Fig. 1: run 1, sequential cells grouped by signal name
The bar under the picture is 20 um long. Other sequential cells in the stronger grey, the rest of the logic in the fainter grey.
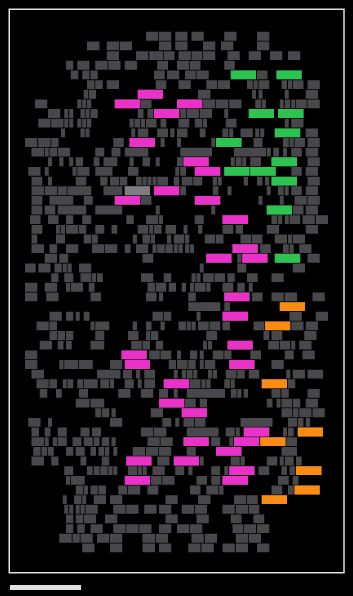
Fig. 2: run 1, track usage over the die
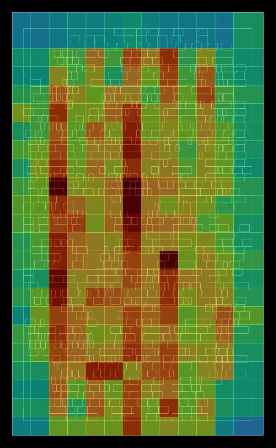
Fig. 3: run 1, cell area per tile
9 x 16 tiles, from black (low) to pale yellow (high), 0 to 100% covered.
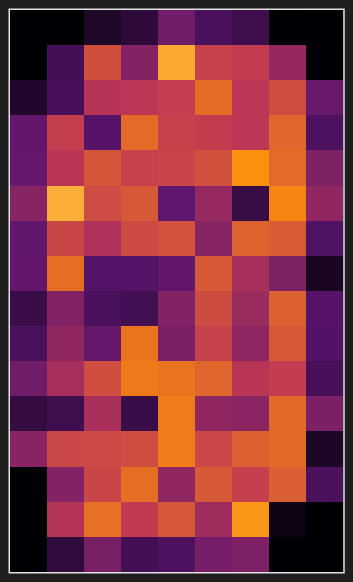
`config.mk`:
```
export PLATFORM = sky130hd
export DESIGN_NAME = lsu_mem_stage
export DESIGN_NICKNAME = d
export VERILOG_FILES = /design/src/rtl/lsu_pkg.sv /design/src/rtl/lsu_load_align.sv /design/src/rtl/lsu_mem_stage.sv
export SDC_FILE = /design/constraint.sdc
export NUM_CORES = 1
export LEC_CHECK = 0
export ABC_AREA = 0
export CAP_MARGIN = 20
export CORE_ASPECT_RATIO = 1.75
export CORE_MARGIN = 4
export CORE_UTILIZATION = 30
export DETAILED_ROUTE_END_ITERATION = 12
export GPL_TIMING_DRIVEN = 0
export SLEW_MARGIN = 0
export SYNTH_ARGS = -nofsm -noshare
export SYNTH_HDL_FRONTEND = slang
export SYNTH_HIERARCHICAL = 1
export SYNTH_SLANG_ARGS = --single-unit
```
`constraint.sdc`:
```
create_clock -name clk -period 3.7 [get_ports clk]
set_input_delay 0.74 -clock clk [delete_from_list [all_inputs] [get_ports clk]]
set_output_delay 0.74 -clock clk [all_outputs]
set_load 0.01 [all_outputs]
```
`src/rtl/lsu_pkg.sv`:
```
// Shared types and lane helpers for the MEM-stage load/store unit.
// Little-endian lanes: addr[1:0] picks the byte and addr[1] picks the halfword.
package lsu_pkg;

    typedef enum logic [2:0] {
        MEM_B  = 3'b000,
        MEM_H  = 3'b001,
        MEM_W  = 3'b010,
        MEM_BU = 3'b100,
        MEM_HU = 3'b101
    } mem_op_e;

    typedef enum logic {
        IDLE      = 1'b0,
        RMW_WRITE = 1'b1
    } lsu_state_e;

    // Replace the addressed byte or halfword of a RAM word with store data.
    function automatic logic [31:0] lane_merge(input logic [31:0] word,
                                               input logic [31:0] wdata,
                                               input logic        half,
                                               input logic [1:0]  off);
        logic [31:0] res;
        res = word;
        if (half) begin
            if (off[1]) res[31:16] = wdata[15:0];
            else        res[15:0]  = wdata[15:0];
        end else begin
            case (off)
                2'd0:    res[7:0]   = wdata[7:0];
                2'd1:    res[15:8]  = wdata[7:0];
                2'd2:    res[23:16] = wdata[7:0];
                default: res[31:24] = wdata[7:0];
            endcase
        end
        return res;
    endfunction

    function automatic logic [31:0] load_extend(input logic [31:0] word,
                                                input logic [2:0]  funct3,
                                                input logic [1:0]  off);
        logic [31:0] byte_sh;
        logic [31:0] half_sh;
        logic [31:0] res;
        byte_sh = word >> {off, 3'b000};
        half_sh = word >> {off[1], 4'b0000};
        case (funct3)
            MEM_B:   res = {{24{byte_sh[7]}}, byte_sh[7:0]};
            MEM_BU:  res = {24'd0, byte_sh[7:0]};
            MEM_H:   res = {{16{half_sh[15]}}, half_sh[15:0]};
            MEM_HU:  res = {16'd0, half_sh[15:0]};
            default: res = word;
        endcase
        return res;
    endfunction

endpackage

```
`src/rtl/lsu_load_align.sv`:
```
// Load lane select with sign/zero extension; purely combinational, no latency.
// No state and no backpressure: output follows the RAM word in the same cycle.
module lsu_load_align
    import lsu_pkg::*;
(
    input  logic [31:0] rdata,
    input  logic [2:0]  funct3,
    input  logic [1:0]  off,
    output logic [31:0] data
);

    assign data = load_extend(rdata, funct3, off);

endmodule

```
`src/rtl/lsu_mem_stage.sv`:
```
// MEM-stage LSU: loads and SW in one cycle, SB/SH as read-modify-write in two.
// Backpressure: stall=1 only in the read cycle of SB/SH; faulted requests never touch the RAM.
module lsu_mem_stage
    import lsu_pkg::*;
#(
    parameter int ADDR_W      = 12,
    parameter int FAULT_CNT_W = 8
) (
    input  logic                   clk,
    input  logic                   rst,
    input  logic                   req_valid,
    input  logic                   req_we,
    input  logic [2:0]             funct3,
    input  logic [31:0]            addr,
    input  logic [31:0]            wdata,
    output logic [31:0]            load_data,
    output logic                   stall,
    output logic                   access_fault,
    output logic [FAULT_CNT_W-1:0] fault_count,
    output logic [ADDR_W-1:0]      data_memory_address,
    output logic [31:0]            data_memory_data_in,
    output logic                   store,
    output logic                   load,
    input  logic [31:0]            data_memory_data_out
);

    lsu_state_e        state;
    logic [31:0]       merge_q;
    logic [ADDR_W-1:0] addr_q;

    logic [ADDR_W-1:0] word_addr;
    logic [1:0]        off;
    logic              illegal_f3;
    logic              misalign;
    logic              idle_req;
    logic              sub_store;
    logic [31:0]       aligned;

    // Upper address bits intentionally dropped: addresses wrap modulo RAM size.
    logic unused_addr_hi;
    assign unused_addr_hi = &{1'b0, addr[31:ADDR_W+2]};

    assign word_addr  = addr[ADDR_W+1:2];
    assign off        = addr[1:0];
    assign illegal_f3 = (funct3 == 3'b011) || (funct3[2:1] == 2'b11) || (req_we && funct3[2]);
    assign misalign   = ((funct3[1:0] == 2'b10) && (off != 2'b00)) ||
                        ((funct3[1:0] == 2'b01) && off[0]);
    assign idle_req   = !rst && (state == IDLE) && req_valid;
    assign sub_store  = req_we && !funct3[1];

    lsu_load_align u_load_align (
        .rdata  (data_memory_data_out),
        .funct3 (funct3),
        .off    (off),
        .data   (aligned)
    );

    always_comb begin
        load_data           = '0;
        stall               = 1'b0;
        access_fault        = 1'b0;
        data_memory_address = '0;
        data_memory_data_in = '0;
        store               = 1'b0;
        load                = 1'b0;
        if (idle_req) begin
            if (illegal_f3 || misalign) begin
                access_fault = 1'b1;
            end else if (req_we && sub_store) begin
                load                = 1'b1;
                stall               = 1'b1;
                data_memory_address = word_addr;
            end else if (req_we) begin
                store               = 1'b1;
                data_memory_address = word_addr;
                data_memory_data_in = wdata;
            end else begin
                load                = 1'b1;
                data_memory_address = word_addr;
                load_data           = aligned;
            end
        end else if (!rst && (state == RMW_WRITE)) begin
            store               = 1'b1;
            data_memory_address = addr_q;
            data_memory_data_in = merge_q;
        end
    end

    always_ff @(posedge clk) begin
        if (rst) begin
            state       <= IDLE;
            merge_q     <= '0;
            addr_q      <= '0;
            fault_count <= '0;
        end else begin
            case (state)
                IDLE: begin
                    if (access_fault) begin
                        if (fault_count != {FAULT_CNT_W{1'b1}})
                            fault_count <= fault_count + 1'b1;
                    end else if (stall) begin
                        merge_q <= lane_merge(data_memory_data_out, wdata, funct3[0], off);
                        addr_q  <= word_addr;
                        state   <= RMW_WRITE;
                    end
                end
                default: state <= IDLE;
            endcase
        end
    end

endmodule

```
==> results.txt, run 1 <==
Implementation run completed; key figures follow.

Floorplanning:
- For this design the top-level I/O count stands at roughly 190.
- The overall die size recorded for this design is 14900 um^2.
- The run gives the x dimension of the die as 93.9 um.
- The run puts the die outline height at 158 um.

Critical path:
- For reference, the most critical setup path is categorized as in2out.
- The run gives the reg-to-reg critical path startpoint as state$_SDFF_PP0_.
- The longest incremental delay of any stage on the critical path is reported as 0.54 ns.
- The endpoint identified for the worst register-to-register timing path is fault_count[7]$_SDFFE_PP0P_.
- STA classifies the critical path endpoint as an output pin.
- The most numerous cell type found on the critical path is sky130_fd_sc_hd__clkdlybuf4s50_1.
- The run gives the endpoint arrival time on the critical path as about 2.8 ns.
- The run puts the cell count of the worst reg-to-reg path at 6.
- The run gives the register-to-register path setup slack as about 1.6 ns.
- The run gives the slowest cell on the critical path as sky130_fd_sc_hd__clkdlybuf4s50_1.
- The run gives the end point of the critical path as load_data[5].
- At the worst endpoint, the required time is 2.96 ns.
- Per STA, the startpoint of the critical path is req_valid.
- The critical path goes through clkdlybuf4s50_1, nor3b_4, o21a_2, nor2b_4, clkbuf_4, and2_1, clkdlybuf4s50_1.
- The run gives the type of origin of the critical path as a primary input.

Route:
- In the routed design, unresolved DRC markers number 0.
- The run puts the final routed wire length divided by cell count at 20.4 um.
- The run puts the number of detailed-routing iterations run before antenna repair at 5.
- Detailed-route iteration 0 reported a violation count of just under 400.
- The run gives the via density per instance as between 5 and 6.
- The run puts the count of vias placed by the detailed router at around 4700.
- The run gives the final antenna-violating net count as 0.

Pwr:
- The run gives the part of the power in the clock network as 35.4%.
- The run puts the post-route total power at roughly 1.5 mW.
- The script computed a power per unit cell area of approximately 250 nW/um^2.
- The run gives the cell leakage power as about 2.3 nW.
- The run puts the switching share of total power at ~28%.
- Summed over all nets, the switching power comes to about 0.42 mW.

Timing:
- The critical path in the final layout is reported with a setup slack of around 0.12 ns.
- The run puts the number of pins exceeding their max-slew limit in the final report at 0.
- The run gives the worst clock skew on the final layout as 0.00252 ns.
- The worst-case max-slew headroom was logged as between 30% and 40%.
- The run gives the maximum operating frequency as roughly 280 MHz.
- The run gives the minimum period implied by the final worst setup slack as about 3.6 ns.
- The run gives the share of the clock period used by the worst path after layout as approximately 97%.

Synthesis:
- Averaged over all synthesized cells, the footprint is 7.54 um^2.
- The synthesized design contains 0 enable-type register cells.
- For this run, the leading register cell type out of synthesis is sky130_fd_sc_hd__dfxtp_1.
- The run gives the library cell occupying the most area in the post-synthesis netlist as sky130_fd_sc_hd__dfxtp_1.
- The run puts the share of async-settable or async-resettable flops after synthesis at 0%.
- The net count after synthesis is between 600 and 700.
- The run gives the Yosys warning count as 6.
- The synthesized netlist contains roughly 52 unique library cells.
- The run gives the top cell type by instance count after synthesis as sky130_fd_sc_hd__nand2_1.
- Yosys reports that the most numerous cell types are sky130_fd_sc_hd__nand2_1, sky130_fd_sc_hd__dfxtp_1, sky130_fd_sc_hd__a22o_1.
- The run puts the instance count of the mapped netlist at between 500 and 600.
- The run puts the number of synthesized register bits at 53.
- The run gives the cell total in the yosys stat output as slightly above 500.
- The run gives the fraction of synthesized cell area taken by the top area cell type as a little over a quarter.
- The run gives the total cell area reported by yosys after synthesis as 3880 um^2.

Layout:
- The run puts the number of antenna repair diodes at 0.
- The run puts the number of filler instances in the final layout at between 1000 and 1500.
- The run gives the final standard cell count with taps included and fillers excluded as around 860.
- Per the final layout report, the fraction of cells sized above drive strength 1 comes to a little under a tenth.

Clock tree:
- The run gives the H-tree level count as 2.
- TritonCTS built the clock tree.
- The run puts the clock transition at the registers of the reported paths at 0.07 ns.
- The tree is rooted in a sky130_fd_sc_hd__clkbuf_16.
- The run gives the number of buffers between clock root and the deepest sink as 2.

Global route:
- The total overflow left after global routing is 0.
- The run puts the first-pass GRT wire length at 26400 um.
- The run puts the number of global-route vias before repair at around 4700.
- Entering global routing, the biggest net connects 18 pins.
- The number of antenna violations at the first check in global routing was 0.

Run:
- The run puts the reported max-cap violation count at 0.
- The run puts the number of logged tool warnings at 44.

Placed design:
- The run puts the number of input and output port buffers inserted at between 150 and 200.
- The run gives the HPWL reported at the end of detailed placement as about 14000 um.
- The final weighted congestion recorded by global placement is between 0.9 and 1.
- The run gives the number of placed instances, taps included as 853.

Status:
- The run finished with clean final reports.

Min path:
- Note that the worst hold path type here is reg2reg.
## Picture notes: Fig. 1
legend:
  magenta:
    netlist_name: merge_q
    sequential_cells: 32
  orange:
    netlist_name: fault_count
    sequential_cells: 8
    where: south-east
  green:
    netlist_name: addr_q
    sequential_cells: 12
    where: north-east
not coloured: 1

## Picture notes: Fig. 2
total routing resource utilization after global routing: 23.2%
GR Layer Usage met3: 2.98%
global route hottest layer: met2

## Picture notes: Fig. 3
mean over tiles: 39%
emptiest ninth of the die: north-west
fullest tile: 83%
Util after Layout: 48.3%
Placeable Area: 12600 um^2
initial cell density of the core: 30.8%

run 1: sequential cells by signal (all words and copies together) (netlist names):
signal,cells
merge_q,32
addr_q,12
fault_count,8
state,1
run 1: cells by family after synthesis:
group,synth area share (%)
flip-flops,27.4
adder cells (fa/ha/maj),0.323
multiplexers,7.20
AND-OR/OR-AND,33.4
AND/OR/NAND/NOR,24.8
buffers and inverters,6.94
run 1: final cells by class:
class                      instances  area [um^2]  area share, %
multi-input combinational        396         2610           43.0
timing repair buffer             177         1750           28.8
sequential                        53         1060           17.5
buffer                            47          221           3.65
tap                              168          210           3.46
clock buffer                       5          125           2.06
inverter                          16         61.3           1.01
clock inverter                     2         35.0          0.577
run 1: how the worst min path moves through the flow:
stage | from | slack (ns) | to | depth (start not counted)
CTS | addr_q[8]$_SDFFE_PP0P_ | 0.46 | addr_q[8]$_SDFFE_PP0P_ | 2
detailed placement | addr_q[8]$_SDFFE_PP0P_ | 0.45 | addr_q[8]$_SDFFE_PP0P_ | 2
finish | addr_q[8]$_SDFFE_PP0P_ | 0.45 | addr_q[8]$_SDFFE_PP0P_ | 2
global route | addr_q[3]$_SDFFE_PP0P_ | 0.47 | addr_q[3]$_SDFFE_PP0P_ | 2
floorplan | addr_q[0]$_SDFFE_PP0P_ | 0.44 | addr_q[0]$_SDFFE_PP0P_ | 2
global placement | addr_q[3]$_SDFFE_PP0P_ | 0.44 | addr_q[3]$_SDFFE_PP0P_ | 2
run 1: power groups by stage:
| stage | registers [mW] | logic [mW] | clock network, mW |
|---|---|---|---|
| 2_1_floorplan | 0.595 | 0.164 | 0 |
| 3_3_place_gp | 0.596 | 0.364 | 0 |
| 3_5_place_dp | 0.596 | 0.365 | 0 |
| 4_1_cts | 0.583 | 0.378 | 0.538 |
| 5_1_grt | 0.584 | 0.408 | 0.561 |
| 6_report | 0.583 | 0.380 | 0.529 |
run 1: stage by stage:
stage / cell area [um^2] / TNS, ns
2_1_floorplan: 3880 / 0
3_3_place_gp: 5800 / -41.32
3_5_place_dp: 5800 / -42.55
4_1_cts: 6060 / 0
5_1_grt: 6070 / 0
6_report: 6070 / 0
run 1: cells in the final DEF, fill, tap and decap left out, drive strengths merged, types with 12 or more instances in the layout:
master	count
a22o	44
dfxtp	53
o21ai	12
a21oi	22
inv	14
clkdlybuf4s50	160
nor2	37
mux2i	20
and2	32
nand3	12
o22ai	16
a211oi	17
nand2	83
o41ai	12
clkbuf	41
buf	18
run 1: repair_timing:
action	4_1_cts	5_1_grt
buffers inserted	5	0
resized	38	8
hold buffers	0	0
setup endpoints to repair	77	23
pin swaps	4	0
cloned	1	0
run 1: per-layer routing:
metal / GRT usage [%] / routed length, um / vias up
met3: 2.98 / 959 / 33
met2: 44.3 / 9600 / 199
met1: 24.2 / 6250 / 2251
met4: 12.1 / 807 / 0
met5: 0 / 0 / -
li1: - / - / 2264
run 1: critical path, delay by kind of cell:
family	cells	cell delay, ns
AOI/OAI and AO/OA	1	0.22
and+or+nand+nor	3	0.62
buffers and inverters	3	1.26
Fig. 4: run 1, placed cells, one colour a class
The bar under the picture is 20 um long. Fill, decap, tap and diode cells in grey.
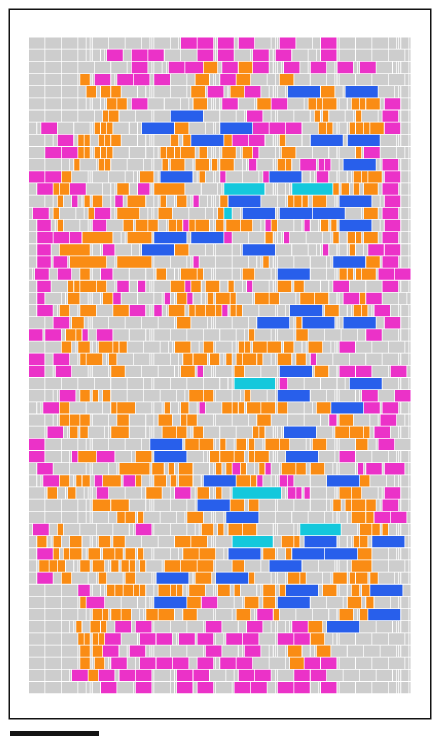

==> run 1 -> run 2 <==
--- a/config.mk
+++ b/config.mk
@@ -5,13 +5,14 @@
 export SDC_FILE = /design/constraint.sdc
 export NUM_CORES = 1
 export LEC_CHECK = 0
-export ABC_AREA = 0
+export ABC_AREA = 1
 export CAP_MARGIN = 20
 export CORE_ASPECT_RATIO = 1.75
 export CORE_MARGIN = 4
 export CORE_UTILIZATION = 30
 export DETAILED_ROUTE_END_ITERATION = 12
 export GPL_TIMING_DRIVEN = 0
+export HOLD_SLACK_MARGIN = 0.06
 export SLEW_MARGIN = 0
 export SYNTH_ARGS = -nofsm -noshare
 export SYNTH_HDL_FRONTEND = slang
Fig. 5: run 2, placed cells, one colour a class
The bar under the picture is 20 um long. Fill, decap, tap and diode cells in grey.
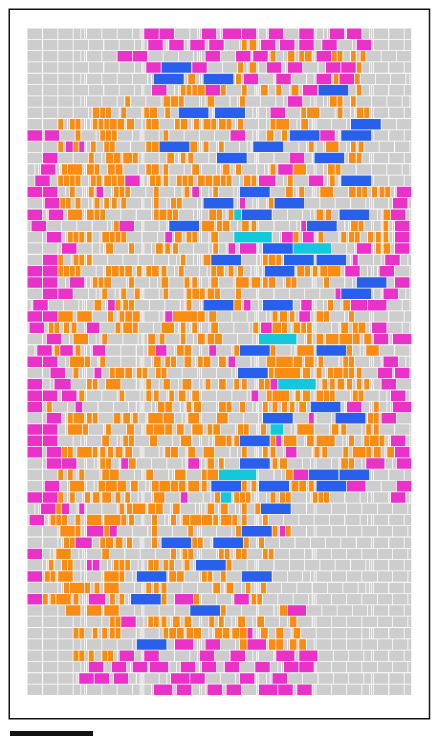
legend:
  blue:
    class: flip-flops
    cells: 53
  cyan:
    class: clock drivers and dummy loads
    cells: 8
  magenta:
    class: other buffers and delay cells
    cells: 215
  orange:
    class: all other logic
    cells: 696

==> run 2 against run 1 <==
Compared with the run above:
- sequential share of layout area decreased by 1.6 points
- register-to-register slack improved by 0.53 ns
- worst hold slack improved by 0.012 ns
- clock power is 9.1% lower
- die area is 15% higher
- first-iteration DRC count is 26% lower
==> results.txt, run 2 <==
Implementation run completed; key figures follow.

Status:
- The flow ran to the end, and the final reports show no timing, DRC or antenna violations.

Timing:
- The run gives the total negative slack for setup checks as 0 ns (unchanged).
- Setup repair after global routing left no endpoint under its margin.
- The run gives the number of pins exceeding their max-slew limit in the final report as 0 (unchanged).
- The run gives the maximum operating frequency as 281 MHz (+0.48%).
- The run gives the worst clock skew on the final layout as 0.00874 ns (+0.00622 ns).
- The run gives the minimum period implied by the final worst setup slack as 3.56 ns (-0.0172 ns).
- The run puts the worst-case setup margin in the final layout at 0.140 ns (+0.0172 ns).
- The headroom to the max-slew limit was 63.7% (+28 points).
- The run puts the share of the clock period used by the worst path after layout at 96.2% (-0.47 points).

Critical path:
- The signal on the critical path passes through dlygate4sd2_1, nor2_2, nand2_1, inv_1, nand3_1, nand3_1, nand2_1, nor2_1, clkdlybuf4s50_1.
- The run gives the critical path data required time as 2.96 ns (about the same).
- The run gives the classification of the worst setup path as in2out.
- The run gives the slowest cell on the critical path as sky130_fd_sc_hd__clkdlybuf4s50_1.
- The run puts the endpoint arrival time on the critical path at 2.82 ns (-0.02 ns).
- The run gives the register-to-register path setup slack as 2.12 ns (+0.53 ns).
- The run gives the stage delay of the slowest cell on the critical path as 0.55 ns (about the same).
- The run gives the critical path capture point type as an output pin.
- The run gives the type of origin of the critical path as a primary input.

Floorplanning:
- The run puts the area enclosed by the die boundary at 17100 um^2 (+15%).
- The initial core utilization was 30.4% (-0.43 points).
- The number of ports placed on the die boundary was 191 (unchanged).
- The run gives the die outline height as 170 um (+7.5%).
- The standard cell core area is 14800 um^2 (+18%).
- The x dimension of the die was 101 um (+7.2%).

Global route:
- The run gives the first-pass GRT wire length as 29200 um (+10%).
- The run puts the number of global-route vias before repair at 5545 (+18%).
- The pin count of the biggest net entering global routing is 18 (unchanged).
- The aggregate global-route resource usage is 21.8% (-1.4 points).
- The run puts the number of antenna violations at the first check in global routing at 0 (unchanged).
- The run puts the residual overflow from global routing at 0 (unchanged).

Layout:
- The run puts the share of cells above drive strength 1 at 9.36% (+0.31 points).
- Leaving out fill and tap cells, the most frequent cell in the layout is sky130_fd_sc_hd__nand2_1.
- The run gives the final standard cell count with taps included and fillers excluded as 1155 (+34%).
- The run gives the register with the highest flop count as merge_q.
- In the final layout, the registers with the most flip-flops are merge_q x32, addr_q x12, fault_count x8.
- The run gives the number of flip-flops under the largest register name as 32 (unchanged).
- In the layout the commonest cells are sky130_fd_sc_hd__nand2_1, sky130_fd_sc_hd__clkdlybuf4s50_1, sky130_fd_sc_hd__nor2_1.
- The number of antenna repair diodes came to 0 (unchanged).

Pwr:
- The run puts the switching power at 0.480 mW (+14%).
- The run puts the switching share of total power at 32.1% (+3.9 points).
- The power per unit of standard cell area is 224 nW/um^2 (-8.7%).
- The run gives the cell leakage power as 3.20 nW (+37%).
- Combinational logic burns roughly 29% of the power.
- The run puts the part of the power in the clock network at 32.1% (-3.3 points).

Synthesis:
- The run puts the total cell area reported by yosys after synthesis at 4510 um^2 (+16%).
- Counting instances in the post-synthesis netlist gives the leading cell types as sky130_fd_sc_hd__nand2_1, sky130_fd_sc_hd__nor2_1, sky130_fd_sc_hd__inv_1.
- The run gives the Yosys warning count as 6 (unchanged).
- The run puts the cell total in the yosys stat output at 792 (+54%).
- The run puts the number of enable flip-flop cells at 0 (unchanged).
- By instance count, the leading cell after synthesis is sky130_fd_sc_hd__nand2_1.
- Per the synth stats, the flop cell with the highest instance count is sky130_fd_sc_hd__dfxtp_1.
- The fraction of synthesized cell area taken by the top area cell type is 23.5% (-3.9 points).
- The run puts the number of unique standard cell types used by synthesis at 35 (-33%).
- The share of async-settable or async-resettable flops after synthesis came to 0% (unchanged).
- The run gives the library cell occupying the most area in the post-synthesis netlist as sky130_fd_sc_hd__dfxtp_1.
- The run gives the mean post-synth cell area as 5.70 um^2 (-24%).
- The run gives the number of synthesized register bits as 53 (unchanged).
- The run gives the number of nets at floorplan as 896 (+45%).
- The run gives the instance count of the mapped netlist as 792 (+54%).

Route:
- The run gives the routed length on met3 as 920 um (-4.1%).
- The run gives the met2 wire length as 10500 um (+8.9%).
- The number of detailed-routing iterations run before antenna repair came to 5 (unchanged).
- The routed length on met1 is 6900 um (+10%).
- The run gives the count of vias placed by the detailed router as 5667 (+19%).
- The first-iteration detailed-routing DRC count came to 285 (-26%).
- The run puts the final routed wire length divided by cell count at 16.7 um (-18%).
- The run puts the final antenna-violating net count at 0 (unchanged).
- The via density per instance came to 4.91 (-11%).
- Routed signal wires occupy layers up through met4.
- The run puts the number of remaining DRC errors at 0 (unchanged).

Run:
- The run puts the reported max-cap violation count at 0 (unchanged).
- The run puts the number of logged tool warnings at 44 (unchanged).

Min path:
- The type recorded for the worst min-delay path is reg2reg.

Clock tree:
- TritonCTS built the clock tree.
- The number of buffers between clock root and the deepest sink is 2 (unchanged).
- The run puts the clock transition at the registers of the reported paths at 0.08 ns (about the same).
- The run gives the H-tree level count as 2 (unchanged).
- The run gives the cell at the root of the clock tree as sky130_fd_sc_hd__clkbuf_16.
- The run puts the quantity of hold-fixing buffers added after cts at 0 (unchanged).

Placed design:
- The run gives the final weighted congestion in routability-driven placement as 0.946 (-2.6%).
- The run puts the number of input and output port buffers inserted at 171 (unchanged).
- The run gives the HPWL reported at the end of detailed placement as 15800 um (+9.9%).
- The run gives the number of placed instances, taps included as 1146 (+34%).
Fig. 6: run 2, sequential cells grouped by signal name
The bar under the picture is 20 um long. Other sequential cells in the stronger grey, the rest of the logic in the fainter grey.
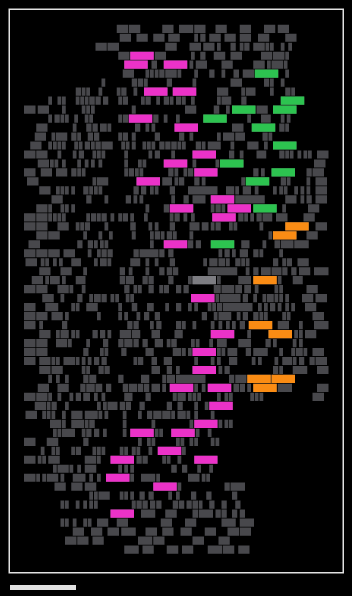
legend:
  magenta:
    netlist_name: merge_q
    sequential_cells: 32
  green:
    netlist_name: addr_q
    sequential_cells: 12
    where: north-east
  orange:
    netlist_name: fault_count
    sequential_cells: 8
    where: east
not coloured: 1
sequential power: 0.582 mW
total area of sequential cells: 1060 um^2
sequential share of cell area: 15.9%
Util after Layout: 45.0%

## run 2: cell type report
cell class | count | area [um^2]
clock buffers | 5 | 125
plain buffers | 43 | 256
inverters | 78 | 308
fillers | 1621 | 8160
well taps | 183 | 229
clock inverters | 3 | 21.3
multi-input cells | 618 | 2920
flip-flops and latches | 53 | 1060
repair buffers | 172 | 1760
## run 2: per-stage QoR
stage	total power, mW	cell area (um^2)
2_1_floorplan	0.807	4510
5_1_grt	1.56	6680
4_1_cts	1.50	6620
3_5_place_dp	1.03	6450
3_3_place_gp	1.03	6450
6_report	1.50	6680
## run 2: per-layer routing
metal | up-vias | track usage (%)
met2 | 203 | 42.6
li1 | 2895 | -
met5 | - | 0
met3 | 48 | 1.93
met4 | 0 | 10.8
met1 | 2521 | 22.3
## run 2: cell families (layout without fill, tap and decap cells)
kind of cell | Yosys count | count (layout) | share of synthesized area [%]
adder cells (fa/ha/maj) | 1 | 1 | 0.277
AND/OR/NAND/NOR | 473 | 473 | 45.7
AND-OR/OR-AND | 140 | 140 | 17.4
buffers and inverters | 121 | 301 | 12.4
XOR/XNOR | 4 | 4 | 0.776
flip-flops | 53 | 53 | 23.5
## run 2: power groups by stage
stage	clock network [mW]	registers, mW	logic, mW
floorplan	0	0.595	0.212
global route	0.505	0.583	0.476
CTS	0.483	0.582	0.433
detailed placement	0	0.595	0.430
global placement	0	0.595	0.431
finish	0.481	0.582	0.435
## run 2: critical path, delay by kind of cell
family,cells,cell delay [ns]
buffers and inverters,3,1.06
and+or+nand+nor,6,1.00
## run 2: what timing repair did
item                       in CTS  in global routing
setup buffers                   1                  0
setup endpoints to repair      78                 55
resized                        14                 24
## run 2: final timing paths
kind	startpoint	endpoint	depth (start not counted)
setup / recovery	funct3[1]	load_data[3]	9
hold / removal	merge_q[22]$_SDFFE_PP0P_	merge_q[22]$_SDFFE_PP0P_	2
setup reg to reg	fault_count[0]$_SDFFE_PP0P_	fault_count[1]$_SDFFE_PP0P_	7
hold reg to reg	merge_q[22]$_SDFFE_PP0P_	merge_q[22]$_SDFFE_PP0P_	2
Fig. 7: run 2, track usage over the die
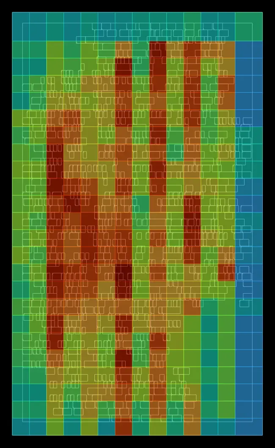

==> run 2 -> run 3 <==
--- a/config.mk
+++ b/config.mk
@@ -11,7 +11,6 @@
 export CORE_MARGIN = 4
 export CORE_UTILIZATION = 30
 export DETAILED_ROUTE_END_ITERATION = 12
-export GPL_TIMING_DRIVEN = 0
 export HOLD_SLACK_MARGIN = 0.06
 export SLEW_MARGIN = 0
 export SYNTH_ARGS = -nofsm -noshare
Fig. 8: run 3, track usage over the die
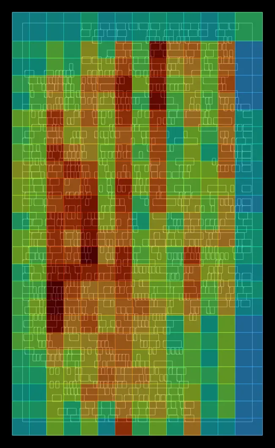
GR Layer Usage met3: 2.01%
Util after Layout: 45.0%
met2 usage: 39.6%

==> run 3 against run 2 <==
Compared with the run above:
- critical path depth increased by 2
- register-to-register slack got worse by 0.06 ns
- global-route usage is 1.0 points lower
- via count decreased by 1.5%
- worst hold slack got worse by 0.00072 ns
- count of clock-buffer cells in the layout rose by 1
- highest routed layer unchanged
==> results.txt, run 3 <==
Implementation run completed; key figures follow.

Critical path:
- The cell count of the worst reg-to-reg path is 7 (unchanged).
- STA classifies the critical path endpoint as an output pin.
- STA classifies the critical path startpoint as a primary input.
- The critical path data required time was 2.96 ns (about the same).
- The run puts the endpoint arrival time on the critical path at 2.85 ns (+0.03 ns).
- The run gives the classification of the worst setup path as in2out.

Placed design:
- The run puts the HPWL reported at the end of detailed placement at 14500 um (-8.4%).
- The run gives the final weighted congestion in routability-driven placement as 0.914 (-3.4%).
- The run gives the number of input and output port buffers inserted as 172 (+0.58%).

Route:
- The run puts the number of remaining DRC errors at 0 (unchanged).
- The run gives the count of vias placed by the detailed router as 5581 (-1.5%).
- The run puts the via density per instance at 4.87 (-0.74%).
- The run puts the final antenna-violating net count at 0 (unchanged).
- The run puts the first-iteration detailed-routing DRC count at 278 (-2.5%).
- The run gives the number of detailed-routing iterations run before antenna repair as 5 (unchanged).
- The final routed wire length divided by cell count came to 15.8 um (-4.9%).

Layout:
- Leaving out fill and tap cells, the most frequent cells in the layout are sky130_fd_sc_hd__nand2_1, sky130_fd_sc_hd__clkdlybuf4s50_1, sky130_fd_sc_hd__nor2_1.
- The run gives the number of antenna repair diodes as 0 (unchanged).
- The largest registers in the layout are merge_q x32, addr_q x12, fault_count x8.
- The largest register by flop count is merge_q.
- The run gives the number of flip-flops under the largest register name as 32 (unchanged).

Pwr:
- The cell leakage power was 3.07 nW (-4.0%).
- The run gives the power per unit of standard cell area as 232 nW/um^2 (+3.5%).
- The run gives the post-route total power as 1.55 mW (+3.4%).

Floorplanning:
- The run puts the area enclosed by the die boundary at 17100 um^2 (unchanged).
- The initial core utilization was 30.4% (unchanged).
- The run puts the x dimension of the die at 101 um (unchanged).
- The number of ports placed on the die boundary was 191 (unchanged).
- The standard cell core area is 14800 um^2 (unchanged).

Clock tree:
- The run gives the cell at the root of the clock tree as sky130_fd_sc_hd__clkbuf_16.
- The run gives the clock transition at the registers of the reported paths as 0.07 ns (about the same).
- The run gives the H-tree level count as 2 (unchanged).
- The post-CTS setup-driven buffer insertion count came to 0 (-1).
- The run puts the quantity of hold-fixing buffers added after cts at 0 (unchanged).
- The number of buffers between clock root and the deepest sink was 2 (unchanged).

Synthesis:
- In the synthesized netlist the dominant register cell turns out to be sky130_fd_sc_hd__dfxtp_1.
- The run puts the number of enable flip-flop cells at 0 (unchanged).
- The run puts the instance count of the mapped netlist at 792 (unchanged).
- sky130_fd_sc_hd__nand2_1 is the most common cell in the netlist.
- The run puts the Yosys warning count at 6 (unchanged).
- The largest total area in the synthesized netlist belongs to sky130_fd_sc_hd__dfxtp_1.
- Sorting the synthesized cells by how often they occur yields sky130_fd_sc_hd__nand2_1, sky130_fd_sc_hd__nor2_1, sky130_fd_sc_hd__inv_1.
- The number of unique standard cell types used by synthesis is 35 (unchanged).
- The run gives the share of async-settable or async-resettable flops after synthesis as 0% (unchanged).
- The run gives the mean post-synth cell area as 5.70 um^2 (unchanged).
- The run gives the number of synthesized register bits as 53 (unchanged).
- The run gives the total cell area reported by yosys after synthesis as 4510 um^2 (unchanged).
- The number of nets at floorplan was 896 (unchanged).
- The run gives the cell total in the yosys stat output as 792 (unchanged).
- The run gives the fraction of synthesized cell area taken by the top area cell type as 23.5% (unchanged).

Timing:
- The run puts the number of pins exceeding their max-slew limit in the final report at 0 (unchanged).
- The run puts the worst-case setup margin in the final layout at 0.111 ns (-0.0291 ns).
- The total negative slack for setup checks was 0 ns (unchanged).
- The worst clock skew on the final layout was 0.00617 ns (-0.00257 ns).
- The headroom to the max-slew limit was 38.6% (-25 points).
- The run gives the minimum period implied by the final worst setup slack as 3.59 ns (+0.0291 ns).
- The maximum operating frequency was 279 MHz (-0.81%).
- The run puts the share of the clock period used by the worst path after layout at 97.0% (+0.79 points).

Global route:
- The run gives the aggregate global-route resource usage as 20.8% (-1.0 points).
- The run puts the first-pass GRT wire length at 28000 um (-4.0%).
- The residual overflow from global routing was 0 (unchanged).
- The run gives the pin count of the biggest net entering global routing as 63 (+45).
- The run puts the number of global-route vias before repair at 5466 (-1.4%).
- The run puts the number of antenna violations at the first check in global routing at 0 (unchanged).

Min path:
- Note that the worst hold path type here is reg2reg.
- The run puts the number of cells on the worst hold path at 2 (unchanged).

Run:
- The run puts the reported max-cap violation count at 0 (unchanged).

Status:
- The run finished with clean final reports.
Fig. 9: run 3, metal layers overlaid
The bar under the picture is 20 um long. Only two layers are drawn.
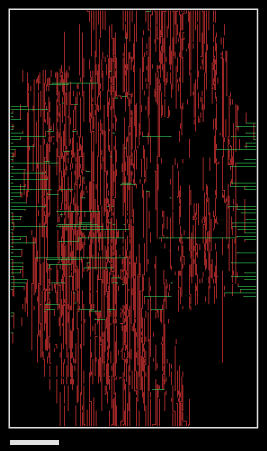
legend:
  red:
    layer: met2
    wire_length: 9720 um
  green:
    layer: met3
    wire_length: 863 um

## run 3: layout make-up
type	count	area [um^2]
Sequential cell	53	1060
Fill cell	1625	8160
Tap cell	183	229
Multi-Input combinational cell	618	2890
Timing Repair Buffer	206	2020
Inverter	78	303
Clock inverter	2	38.8
Clock buffer	6	129
## run 3: logic make-up (layout without fill, tap and decap cells)
family | Yosys count | after routing | share of synthesized area [%]
simple gates | 473 | 473 | 45.7
buf+inv | 121 | 292 | 12.4
xor+xnor | 4 | 4 | 0.776
compound gates | 140 | 140 | 17.4
flops | 53 | 53 | 23.5
fa+ha+maj | 1 | 1 | 0.277
## run 3: worst paths after layout
path                                             startpoint                          end  slack [ns]
worst min register to register      merge_q[3]$_SDFFE_PP0P_      merge_q[3]$_SDFFE_PP0P_        0.47
worst min-delay path                merge_q[3]$_SDFFE_PP0P_      merge_q[3]$_SDFFE_PP0P_        0.47
worst max register to register  fault_count[0]$_SDFFE_PP0P_  fault_count[1]$_SDFFE_PP0P_        2.06
worst max-delay path                                addr[0]                load_data[17]        0.11
## run 3: power by group
group          internal (mW)  switching [mW]
clock network          0.321           0.212
registers              0.578         0.00427
logic                  0.195           0.238
## run 3: worst max-delay path: stages
cell and delay [ns]:
sky130_fd_sc_hd__clkdlybuf4s50_1 0.47, sky130_fd_sc_hd__buf_4 0.21, sky130_fd_sc_hd__inv_2 0.10, sky130_fd_sc_hd__nand3_1 0.11, sky130_fd_sc_hd__nand2_1 0.11, sky130_fd_sc_hd__nand2_2 0.07
sky130_fd_sc_hd__buf_4 0.18, sky130_fd_sc_hd__nand3_2 0.06, sky130_fd_sc_hd__nand2_1 0.05, sky130_fd_sc_hd__nor2_1 0.17, sky130_fd_sc_hd__clkdlybuf4s50_1 0.56
## run 3: layer usage
metal | part of all wire [%] | routed length [um] | vias to the layer above | GRT usage [%]
met5 | 0 | 0 | - | 0
met4 | 5.4 | 976 | 0 | 11.2
met3 | 4.8 | 863 | 49 | 2.01
met2 | 54 | 9720 | 177 | 39.6
met1 | 36 | 6590 | 2486 | 21.6
li1 | - | - | 2869 | -
## run 3: metrics by stage
step / cells / util, % / instance area, um^2
2_1_floorplan: 792 / - / 4510
3_3_place_gp: 1138 / 43.6 / 6480
3_5_place_dp: 1138 / 43.6 / 6480
4_1_cts: 1146 / 44.8 / 6640
5_1_grt: 1146 / 45.0 / 6670
6_report: 1146 / 45.0 / 6670
## run 3: what timing repair did
action / in CTS / in global routing
resized: 0 / 12
hold endpoints to repair: 0 / 0
endpoints found under the setup margin: 0 / 47
Power is estimated from default activity; no workload was simulated.
